$ cat src/rtl/game_ctl.sv
`default_nettype none
// game_ctl: START/GAME/PLAYER_x sequencer with scores, win detection and play-field init pulse.
// Optional round timer built only when GAME_TIMER_EN is defined.  Revision 1.0
module game_ctl #(
  parameter int WIN_SCORE      = 10,
  parameter int HOLD_FRAMES    = 60,
  parameter int ROUND_SECONDS  = 99,
  parameter int FRAMES_PER_SEC = 60
) (
  input  logic       clk,
  input  logic       rst_n,
  input  logic       btn_start,
  input  logic       frame_tick,
  input  logic       p1_point,
  input  logic       p2_point,
  output logic [1:0] game_state,
  output logic [3:0] score_p1,
  output logic [3:0] score_p2,
  output logic       game_init,
  output logic [6:0] time_left
);

  typedef enum logic [1:0] {
    START    = 2'b00,
    GAME     = 2'b01,
    PLAYER_1 = 2'b11,
    PLAYER_2 = 2'b10
  } state_t;

  localparam int            HW       = $clog2(HOLD_FRAMES + 1);
  localparam logic [3:0]    WIN      = 4'(WIN_SCORE);
  localparam logic [HW-1:0] HOLD_MAX = HW'(HOLD_FRAMES);

  state_t        state, state_nxt;
  logic          btn_armed;
  logic          press;
  logic [3:0]    s1_nxt, s2_nxt;
  logic          init_nxt;
  logic [HW-1:0] hold_cnt, hold_nxt;
  logic          timeout;

  // btn_armed holds the inverted previous button level; clearing it at reset
  // means a button held through reset release is not seen as a press.
  assign press = btn_start & btn_armed;

  always_ff @(posedge clk or negedge rst_n) begin
    if (!rst_n) begin
      state     <= START;
      btn_armed <= 1'b0;
      score_p1  <= '0;
      score_p2  <= '0;
      game_init <= 1'b0;
      hold_cnt  <= '0;
    end else begin
      state     <= state_nxt;
      btn_armed <= ~btn_start;
      score_p1  <= s1_nxt;
      score_p2  <= s2_nxt;
      game_init <= init_nxt;
      hold_cnt  <= hold_nxt;
    end
  end

  always_comb begin
    state_nxt = state;
    s1_nxt    = score_p1;
    s2_nxt    = score_p2;
    init_nxt  = 1'b0;
    hold_nxt  = hold_cnt;
    case (state)
      START: begin
        if (press) begin
          state_nxt = GAME;
          s1_nxt    = '0;
          s2_nxt    = '0;
          init_nxt  = 1'b1;
        end
      end
      GAME: begin
        if (p1_point && (score_p1 < WIN)) s1_nxt = score_p1 + 4'd1;
        if (p2_point && (score_p2 < WIN)) s2_nxt = score_p2 + 4'd1;
        // Win check looks at the registered scores, so a winning point shows up two cycles later.
        if (score_p1 == WIN) begin
          state_nxt = PLAYER_1;
          hold_nxt  = '0;
        end else if (score_p2 == WIN) begin
          state_nxt = PLAYER_2;
          hold_nxt  = '0;
        end else if (timeout) begin
          state_nxt = (score_p1 >= score_p2) ? PLAYER_1 : PLAYER_2;
          hold_nxt  = '0;
        end
      end
      PLAYER_1, PLAYER_2: begin
        if (frame_tick && (hold_cnt != HOLD_MAX)) hold_nxt = hold_cnt + 1'b1;
        if (press && (hold_cnt == HOLD_MAX)) state_nxt = START;
      end
      default: state_nxt = START;
    endcase
  end

  assign game_state = state;

`ifdef GAME_TIMER_EN
  localparam int            PW        = (FRAMES_PER_SEC > 1) ? $clog2(FRAMES_PER_SEC) : 1;
  localparam logic [PW-1:0] PRESC_MAX = PW'(FRAMES_PER_SEC - 1);

  logic [PW-1:0] presc;
  logic [6:0]    secs;

  always_ff @(posedge clk or negedge rst_n) begin
    if (!rst_n) begin
      presc <= '0;
      secs  <= '0;
    end else if ((state == START) && (state_nxt == GAME)) begin
      presc <= '0;
      secs  <= 7'(ROUND_SECONDS);
    end else if ((state == GAME) && frame_tick) begin
      if (presc == PRESC_MAX) begin
        presc <= '0;
        if (secs != 7'd0) secs <= secs - 7'd1;
      end else begin
        presc <= presc + 1'b1;
      end
    end
  end

  assign time_left = secs;
  assign timeout   = (secs == 7'd0);
`else
  logic unused_timer_cfg;
  assign unused_timer_cfg = ^{ROUND_SECONDS, FRAMES_PER_SEC};
  assign time_left        = '0;
  assign timeout          = 1'b0;
`endif

endmodule
`default_nettype wire

$ cat config.mk
export PLATFORM = sky130hd
export DESIGN_NAME = game_ctl
export DESIGN_NICKNAME = d
export VERILOG_FILES = /design/src/rtl/game_ctl.sv
export SDC_FILE = /design/constraint.sdc
export NUM_CORES = 1
export LEC_CHECK = 0
export CAP_MARGIN = 20
export CORE_UTILIZATION = 28
export CTS_CLUSTER_SIZE = 10
export DETAILED_ROUTE_END_ITERATION = 10
export HOLD_SLACK_MARGIN = 0.03
export PLACE_DENSITY = 0.57
export SLEW_MARGIN = 20
export SYNTH_ARGS = -nofsm -noshare
export SYNTH_HDL_FRONTEND = slang
export SYNTH_SLANG_ARGS = --single-unit
$ cat constraint.sdc
create_clock -name clk -period 4.1 [get_ports clk]
set_input_delay 0.615 -clock clk [delete_from_list [all_inputs] [get_ports clk]]
set_output_delay 0.615 -clock clk [all_outputs]
set_load 0.02 [all_outputs]
==> flow_summary.ini <==
; yosys + openroad results
[clocking]
tritoncts = done
post_cts_resized = 0
cts_sinks = 18
cts_setup_buffers = 0
clkSlewWorstSetupHoldPaths_ns = 0.06
numCtsBuffers = 3
clock.latency.late_pin_ns = 0.26
clockBufferDepth = 2
root_buffer = clkbuf_8
htreeDepth = 1
cts_hold_buf = 0

[finish]
fin_cells = 166
final_cell_mix = dfrtp_1 (18), clkdlybuf4s50_1 (16), nor2_1 (10), conb_1 (7)
drive_gt1_frac = 0.1017
syn_to_final_growth_pct = 20.19
finalInstanceArea_mm2 = 0.001281
layout_top_cell = dfrtp_1
n_antenna_cell = 0
nets = 132

[sta]
grt_setup_unrepaired = no
setup_violations = 0
setup_ws_ns = 1.970
timing.final.crit_share = 0.5194
tightest_slew_ns = 0.8157
achievable-frequency_mhz = 469.6
hold_viol_final = 0
relSlewSlack = 0.4545
min_period_ns = 2.130
tns_ns = 0
slew_viol_final = 0
holdWs_ns = 0.5467

[setup_path]
startpoint_type = register
path_cells = clkdlybuf4s50_1
end_kind = primary output
r2r_slack_ns = 2.51
r2r-end = hold_cnt[5]
cp_top_family = buffers and inverters
crit_start = game_state[1]
worst-r2r-cell-count = 6
rr_startpoint = hold_cnt[0]
critPathMaxStageDelay_ns = 0.68
timing_worst_setup_path_type = reg2out
worstPathArrival_ns = 1.51
crit_required_ns = 3.48
crit_slowest_cell = clkdlybuf4s50_1
cp_max_fo = 10
crit_buf_inv = 1

[route]
drtPass1Iterations = 4
drt_iter0_drc = 40
avgRoutedWirePerCell_um = 11.70
drc = 0
ant_nets = 0
vias_per_cell = 4.795
vias = 796

[hold_path]
holdPathEnd = hold_cnt[5]
min_path_cells = 1
hp-class = reg2reg
hold_start = hold_cnt[5]

[grt]
grt_pass1_vias = 792
grtUsageTotal = 0.1082
grt_first_pass_wirelength_mm = 3.374
grt-ovfl-total = 0
grt_antenna_before_repair = 0
grt_max_degree = 19

[placed_design]
port_buffers = 16
place_hpwl_mm = 1.478
dp.cells = 163
pre_cts_slack_ns = 2.072
place_area_mm2 = 0.001240
gp_congestion = 0.8074

[die]
dieWidth_um = 63.70
dieArea_mm2 = 0.004058
io_pins = 24
die_h_um = 63.70
rows = 22

[power_and_ir_drop]
internal-power_uw = 295.6
p_leak_uw = 0.0005847
top_power_group = registers
peakVddDrop_mv = 0.1009
cellPowerDensity_mw_per_mm2 = 320.6
pg_seq_uw = 224
p_total_uw = 410.8
comb_cell_power_uw = 62.1
combPwrFrac = 0.151
seqPwrFrac = 0.545
switching_power_uw = 115.2
switching_share = 0.2804

[yosys]
ys_seq_share = 0.4225
ys_area_mm2 = 0.001066
yosys_warnings = 0
synthCells = 102
yosysTopAreaCell = dfrtp_1
ys_ff = 18
ys_top_cells_by_area = dfrtp_1 (42%), ha_1 (7.0%), buf_4 (4.9%)
synth_area_per_cell_um2 = 10.45
top_area_frac = 0.4225
ys_cells = 102
synth.cell_area_mm2 = 0.001066
synthDistinctLibCells = 32

[run]
tool_warnings = 29
cap_violations = 0

[run_status]
outcome = finished, final reports clean
-- synth_stat cells, drive strengths merged --
library cell,number
a211o,3
a21boi,1
a21oi,1
a22o,2
a31oi,2
a32o,2
and2b,1
and3,5
buf,9
conb,1
dfrtp,18
ha,6
inv,6
mux2,3
nand2,3
nand3,5
nand3b,5
nand4,2
nor2,10
nor2b,1
nor3,4
nor3b,2
o211a,1
o211ai,1
o21ai,4
or2,1
xor2,3
-- layer usage --
metal	global-route usage	up-vias	wire [um]	part of all wire
li1	-	380	-	-
met1	0.1171	395	852	0.44
met2	0.1995	17	991	0.51
met3	0.01993	4	57	0.029
met4	0.05114	0	40	0.021
met5	0	-	0	0
-- final cells by class --
cell class	count	area [um2]
multi-input combinational	75	546.8
tap	48	60.06
inverter	6	22.52
sequential	18	450.4
fill	385	2380
timing repair buffer	16	160.2
clock buffer	3	41.29
-- logic make-up (layout without fill, tap and decap cells) --
group           after synthesis  count (layout)  synth area share
simple gates                 39              39            0.2289
flops                        18              18            0.4225
compound gates               17              17            0.1256
buf+inv                      15              25           0.08567
fa+ha+maj                     6               6           0.07042
xor+xnor                      3               3           0.02465
mux                           3               3           0.03873
other cells                   1               7          0.003518
-- state kept, by name, indices dropped and copies added, names as in the netlist --
name and count:
score_p1 4, hold_cnt 6, game_init 1, btn_armed 1, score_p2 4, game_state 2
-- how the worst max path moves through the flow --
stage	endpoint	slack [ns]	cells past startpoint
floorplan	score_p1[1]	2.55	6
global placement	score_p2[0]	2.14	5
detailed placement	score_p2[0]	2.07	5
CTS	game_state[1]	1.96	1
global route	game_state[1]	1.89	1
finish	game_state[1]	1.97	1
Local utilization:
Drawn at 6 px/um. 6 x 6 tiles, from dark blue (low) to red (high), 0 to 100% covered.
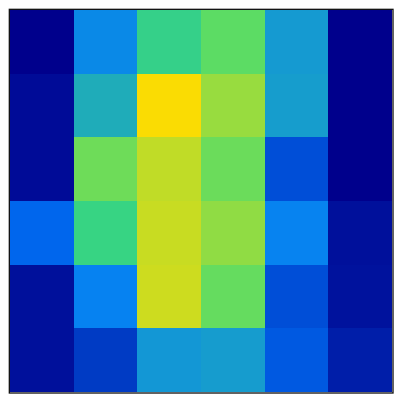
- fullest tile: 74%
- nearly empty tiles: 11%
- mean over tiles: 30%
fin util: 0.3500
core area: 0.003661 mm2
FP Core Util: 0.2912

M3 wires:
Drawn at 8 px/um.
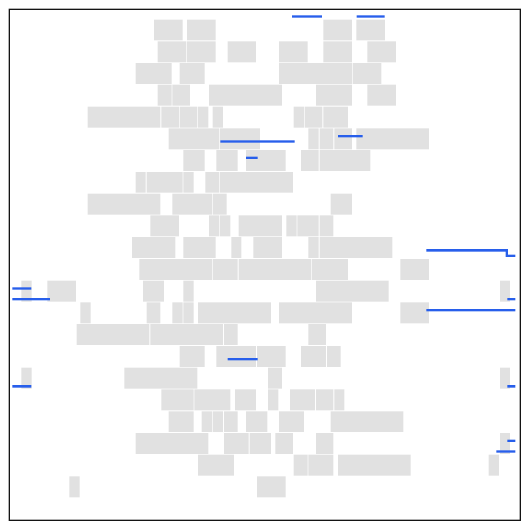
- longest straight run: 10.8 um
- nets with wire on the layer: 13
- main direction: horizontal
GR Util met3: 0.01993
Detailed Route WL: 1.943 mm

Clock distribution:
Drawn at 6 px/um.
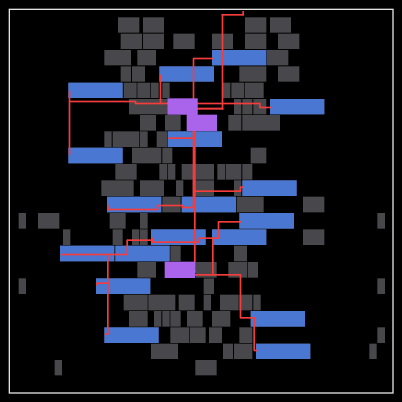
- flip-flops: blue (count 18)
- clock drivers: purple (count 3)
- clock wires: red (length 255 um)
- routed clock nets: 4
clock skew: 0.004463 ns
Clk power: 125 uW
clock share of power: 0.304

No activity file was given, so power comes from the tool's default toggle rates.
